===== src/rtl/instr_fetch_if.sv =====
// Fetcher-side bundle: sequencer start/hold, shared UART TX/RX strobes, fetched instruction.
interface instr_fetch_if;
   logic        start;
   logic        hold;
   logic [7:0]  address;
   logic        rx_done;
   logic [7:0]  rx_data;
   logic        tx_done;
   logic        tx_start;
   logic [7:0]  tx_data;
   logic [15:0] instruction;
   logic        done;
   logic        busy;
   logic        error;

   modport master (
      output start, hold, address, rx_done, rx_data, tx_done,
      input  tx_start, tx_data, instruction, done, busy, error
   );

   modport slave (
      input  start, hold, address, rx_done, rx_data, tx_done,
      output tx_start, tx_data, instruction, done, busy, error
   );
endinterface


===== src/rtl/instr_fetch_ctrl.sv =====
// UART instruction fetcher: sends opcode + PC address, collects a 16-bit reply with timeout/retry.
// Optional FETCH_CHECKSUM_EN adds a third reply byte checked against hi^lo^address.
module instr_fetch_ctrl #(
   parameter logic [7:0]  REQ_OPCODE     = 8'h03,
   parameter logic [15:0] TIMEOUT_CYCLES = 16'd60000,
   parameter int unsigned MAX_RETRIES    = 2
) (
   input logic          clk,
   input logic          rst,
   instr_fetch_if.slave bus
);
   localparam int RW = (MAX_RETRIES < 1) ? 1 : $clog2(MAX_RETRIES + 1);

   typedef enum logic [3:0] {
      IDLE, SEND_OP, WAIT_OP, SEND_ADDR, WAIT_ADDR, RECV_HI, RECV_LO,
`ifdef FETCH_CHECKSUM_EN
      RECV_CK,
`endif
      DONE
   } state_t;

   state_t          state;
   logic [7:0]      addr_q;
   logic [7:0]      hi_q;
`ifdef FETCH_CHECKSUM_EN
   logic [7:0]      lo_q;
`endif
   logic [15:0]     cnt;
   logic [RW-1:0]   retry;
   logic            tx_start_q;
   logic [7:0]      tx_data_q;
   logic [15:0]     instr_q;
   logic            done_q;
   logic            busy_q;
   logic            error_q;

   logic            in_recv;
   logic            ck_bad;
   logic            fail;

   // A byte arriving on the last counted cycle takes priority over expiry.
   always_comb begin
      in_recv = (state == RECV_HI) || (state == RECV_LO);
      ck_bad  = 1'b0;
`ifdef FETCH_CHECKSUM_EN
      in_recv = in_recv || (state == RECV_CK);
      ck_bad  = (state == RECV_CK) && bus.rx_done &&
                (bus.rx_data != (hi_q ^ lo_q ^ addr_q));
`endif
      fail = (in_recv && !bus.rx_done && (cnt <= 16'd1)) || ck_bad;
   end

   always_ff @(posedge clk or posedge rst) begin
      if (rst) begin
         state      <= IDLE;
         addr_q     <= '0;
         hi_q       <= '0;
`ifdef FETCH_CHECKSUM_EN
         lo_q       <= '0;
`endif
         cnt        <= '0;
         retry      <= '0;
         tx_start_q <= 1'b0;
         tx_data_q  <= '0;
         instr_q    <= '0;
         done_q     <= 1'b0;
         busy_q     <= 1'b0;
         error_q    <= 1'b0;
      end else begin
         tx_start_q <= 1'b0;
         done_q     <= 1'b0;
         if (fail) begin
            if (retry < RW'(MAX_RETRIES)) begin
               retry     <= retry + 1'b1;
               hi_q      <= '0;
               tx_data_q <= REQ_OPCODE;
               state     <= SEND_OP;
            end else begin
               error_q <= 1'b1;
               busy_q  <= 1'b0;
               state   <= IDLE;
            end
         end else begin
            case (state)
               IDLE: if (bus.start && !bus.hold) begin
                  addr_q    <= bus.address;
                  error_q   <= 1'b0;
                  retry     <= '0;
                  busy_q    <= 1'b1;
                  tx_data_q <= REQ_OPCODE;
                  state     <= SEND_OP;
               end
               SEND_OP: if (!bus.hold) begin
                  tx_start_q <= 1'b1;
                  state      <= WAIT_OP;
               end
               WAIT_OP: if (bus.tx_done) begin
                  tx_data_q <= addr_q;
                  state     <= SEND_ADDR;
               end
               SEND_ADDR: if (!bus.hold) begin
                  tx_start_q <= 1'b1;
                  state      <= WAIT_ADDR;
               end
               WAIT_ADDR: if (bus.tx_done) begin
                  cnt   <= TIMEOUT_CYCLES;
                  state <= RECV_HI;
               end
               RECV_HI: if (bus.rx_done) begin
                  hi_q  <= bus.rx_data;
                  cnt   <= TIMEOUT_CYCLES;
                  state <= RECV_LO;
               end else begin
                  cnt <= cnt - 16'd1;
               end
               RECV_LO: if (bus.rx_done) begin
`ifdef FETCH_CHECKSUM_EN
                  lo_q  <= bus.rx_data;
                  cnt   <= TIMEOUT_CYCLES;
                  state <= RECV_CK;
`else
                  instr_q <= {hi_q, bus.rx_data};
                  done_q  <= 1'b1;
                  state   <= DONE;
`endif
               end else begin
                  cnt <= cnt - 16'd1;
               end
`ifdef FETCH_CHECKSUM_EN
               // Mismatch is routed through fail, so reaching here with rx_done means a match.
               RECV_CK: if (bus.rx_done) begin
                  instr_q <= {hi_q, lo_q};
                  done_q  <= 1'b1;
                  state   <= DONE;
               end else begin
                  cnt <= cnt - 16'd1;
               end
`endif
               DONE: begin
                  busy_q <= 1'b0;
                  state  <= IDLE;
               end
               default: state <= IDLE;
            endcase
         end
      end
   end

   assign bus.tx_start    = tx_start_q;
   assign bus.tx_data     = tx_data_q;
   assign bus.instruction = instr_q;
   assign bus.done        = done_q;
   assign bus.busy        = busy_q;
   assign bus.error       = error_q;
endmodule


===== src/flat_wrapper.sv =====
// flat-port wrapper written by rule: the top's interface ports become plain ports
module instr_fetch_ctrl_flat 
#(
   parameter logic [7:0]  REQ_OPCODE     = 8'h03,
   parameter logic [15:0] TIMEOUT_CYCLES = 16'd60000,
   parameter int unsigned MAX_RETRIES    = 2
)
  (clk, rst, bus_start, bus_hold, bus_address, bus_rx_done, bus_rx_data, bus_tx_done, bus_tx_start, bus_tx_data, bus_instruction, bus_done, bus_busy, bus_error);
  instr_fetch_if bus_i ();
  input logic clk;
  input logic rst;
  input wire logic [$bits(bus_i.start)-1:0] bus_start;
  input wire logic [$bits(bus_i.hold)-1:0] bus_hold;
  input wire logic [$bits(bus_i.address)-1:0] bus_address;
  input wire logic [$bits(bus_i.rx_done)-1:0] bus_rx_done;
  input wire logic [$bits(bus_i.rx_data)-1:0] bus_rx_data;
  input wire logic [$bits(bus_i.tx_done)-1:0] bus_tx_done;
  output wire logic [$bits(bus_i.tx_start)-1:0] bus_tx_start;
  output wire logic [$bits(bus_i.tx_data)-1:0] bus_tx_data;
  output wire logic [$bits(bus_i.instruction)-1:0] bus_instruction;
  output wire logic [$bits(bus_i.done)-1:0] bus_done;
  output wire logic [$bits(bus_i.busy)-1:0] bus_busy;
  output wire logic [$bits(bus_i.error)-1:0] bus_error;
  assign bus_i.start = bus_start;
  assign bus_i.hold = bus_hold;
  assign bus_i.address = bus_address;
  assign bus_i.rx_done = bus_rx_done;
  assign bus_i.rx_data = bus_rx_data;
  assign bus_i.tx_done = bus_tx_done;
  assign bus_tx_start = bus_i.tx_start;
  assign bus_tx_data = bus_i.tx_data;
  assign bus_instruction = bus_i.instruction;
  assign bus_done = bus_i.done;
  assign bus_busy = bus_i.busy;
  assign bus_error = bus_i.error;
  instr_fetch_ctrl #(.REQ_OPCODE(REQ_OPCODE), .TIMEOUT_CYCLES(TIMEOUT_CYCLES), .MAX_RETRIES(MAX_RETRIES)) u_core (.clk(clk), .rst(rst), .bus(bus_i));
endmodule

===== config.mk =====
export PLATFORM = sky130hd
export DESIGN_NAME = instr_fetch_ctrl_flat
export DESIGN_NICKNAME = d
export VERILOG_FILES = /design/src/rtl/instr_fetch_if.sv /design/src/rtl/instr_fetch_ctrl.sv /design/src/flat_wrapper.sv
export SDC_FILE = /design/constraint.sdc
export NUM_CORES = 1
export LEC_CHECK = 0
export ABC_CLOCK_PERIOD_IN_PS = 3500
export CELL_PAD_IN_SITES_DETAIL_PLACEMENT = 2
export CELL_PAD_IN_SITES_GLOBAL_PLACEMENT = 2
export CORE_MARGIN = 2
export CORE_UTILIZATION = 40
export DETAILED_ROUTE_END_ITERATION = 8
export DONT_BUFFER_PORTS = 1
export HOLD_SLACK_MARGIN = 0.12
export PLACE_DENSITY = 0.78
export SETUP_SLACK_MARGIN = 0.02
export SYNTH_ARGS = -nofsm -noshare
export SYNTH_HDL_FRONTEND = slang
export SYNTH_SLANG_ARGS = --single-unit
export TNS_END_PERCENT = 5

===== constraint.sdc =====
create_clock -name clk -period 3.5 [get_ports clk]
set_clock_uncertainty 0.2 [all_clocks]
set_input_delay 0.7 -clock clk [delete_from_list [all_inputs] [get_ports clk]]
set_output_delay 0.7 -clock clk [all_outputs]
set_load 0.05 [all_outputs]

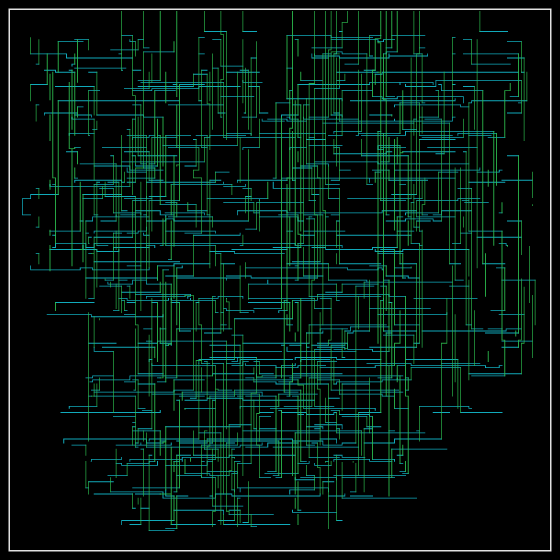
*Routed metal, one colour a layer*
Two of the layers only.
colour	layer	wire length
green	metal 2	3980 um
cyan	metal 1	3470 um
WL final: 7.92 mm
GRT Overall Usage: 0.211
via count: 2150

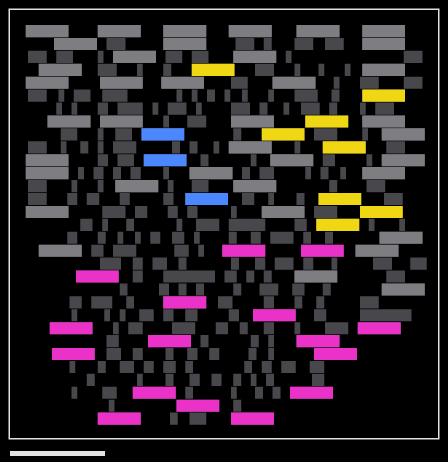
*Sequential cells coloured by netlist name*
Scale bar: 20 um. Other sequential cells in the stronger grey, the rest of the logic in the fainter grey.
colour	signal	placed flops
yellow	u_core.hi_q	8
blue	u_core.state	3
magenta	u_core.cnt	16
not coloured	38
Finished Core Util: 0.459
sequential share of cell area: 0.491
seq pwr: 1.78 mW
Flop area: 0.00163 mm2

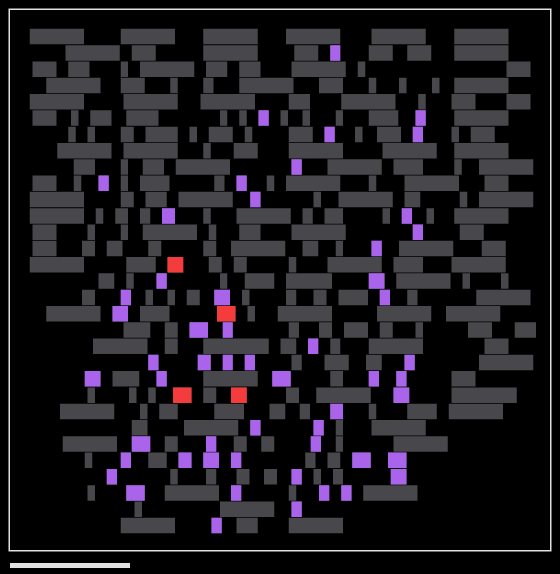
*Selected gate families*
Scale bar: 20 um.
colour	family	cells
red	AND-OR and OR-AND gates	4
purple	inverting AOI/OAI gates	54
Top cell excl fill/tap: dfrtp_1
fin cells: 384
logic share of the area: 0.383

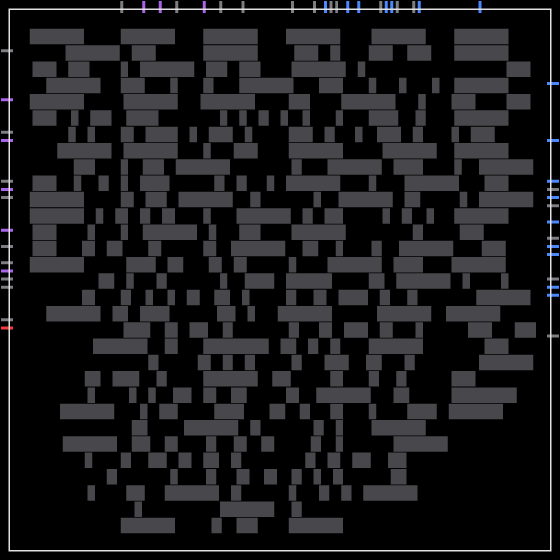
*Pin placement*
Pins as bars across the die edge, other pins in grey.
colour	port	pins	direction	edge
purple	bus_address	8	input	5 left, 3 top
blue	bus_instruction	16	output	9 right, 7 top
red	bus_rx_done	1	input	left
die width: 90.1 um
port bufs: 0
die y size: 90.1 um

==> GITHUB_STEP_SUMMARY <==
## Implementation flow summary

| Metric | Value |
|---|---|
| Status | completed |
| Switching share of power | 0.455 |
| Signal buffers | 4 |
| Tot Pwr | 3.27 mW |
| DR iter-0 viols | about 60 |
| First-pass GRT wire length | 13.4 mm |
| Hold path depth | 2 |
| Wire per inst | 20.6 um |
| Met1 Wirelength | about 3.5 mm |
| Top FF cell, synth | dfrtp_1 |
| Most common library cells after synthesis | 65 x dfrtp_1, 32 x nand2_1, 24 x mux2_2, 24 x o21ai_0, 16 x nor2_1 |
| Sequential fraction of design power | 0.544 |
| Antenna diodes | 0 |
| ClkCell Share | 0.0654 |
| Worst Hold Class | in2reg |
| Layout area overhead | 11.6% |
| Number of cells in Yosys stat | 274 |
| Hold Slack | 287 ps |
| Tool warnings | 27 |
| F_max | between 300 and 400 MHz |
| Initial antenna violation count | 0 |
| Top-area cell share | 0.548 |
| Fp util | 0.411 |
| Synthesized area | 0.00297 mm2 |
| GR Util met3 | 0.0578 |
| Startpoint Class | flip-flop |
| Top Family by Delay on Critical Path | simple AND/OR/NAND/NOR gates |
| Max clock buf depth | 2 |
| Max Used Layer | met4 |
| Grt total ovfl | 0 |
| Post-route cell area | 0.00331 mm2 |
| Seq cells | 65 |
| R2R Path End | u_core.retry[1] |
| Critical Path Stages | 5 |
| Avg Cell Area, Syn | 10.8 um2 |
| Post-layout period usage | 0.763 |
| Row cnt | 31 |
| Gate count of the mapped netlist | about 270 |
| Critical Path RT | 3550 ps |
| Post-cts gate resize count | 0 |
| Vias/cell | 5.60 |
Power figures rest on the tool's default switching activity, not on a simulated workload.
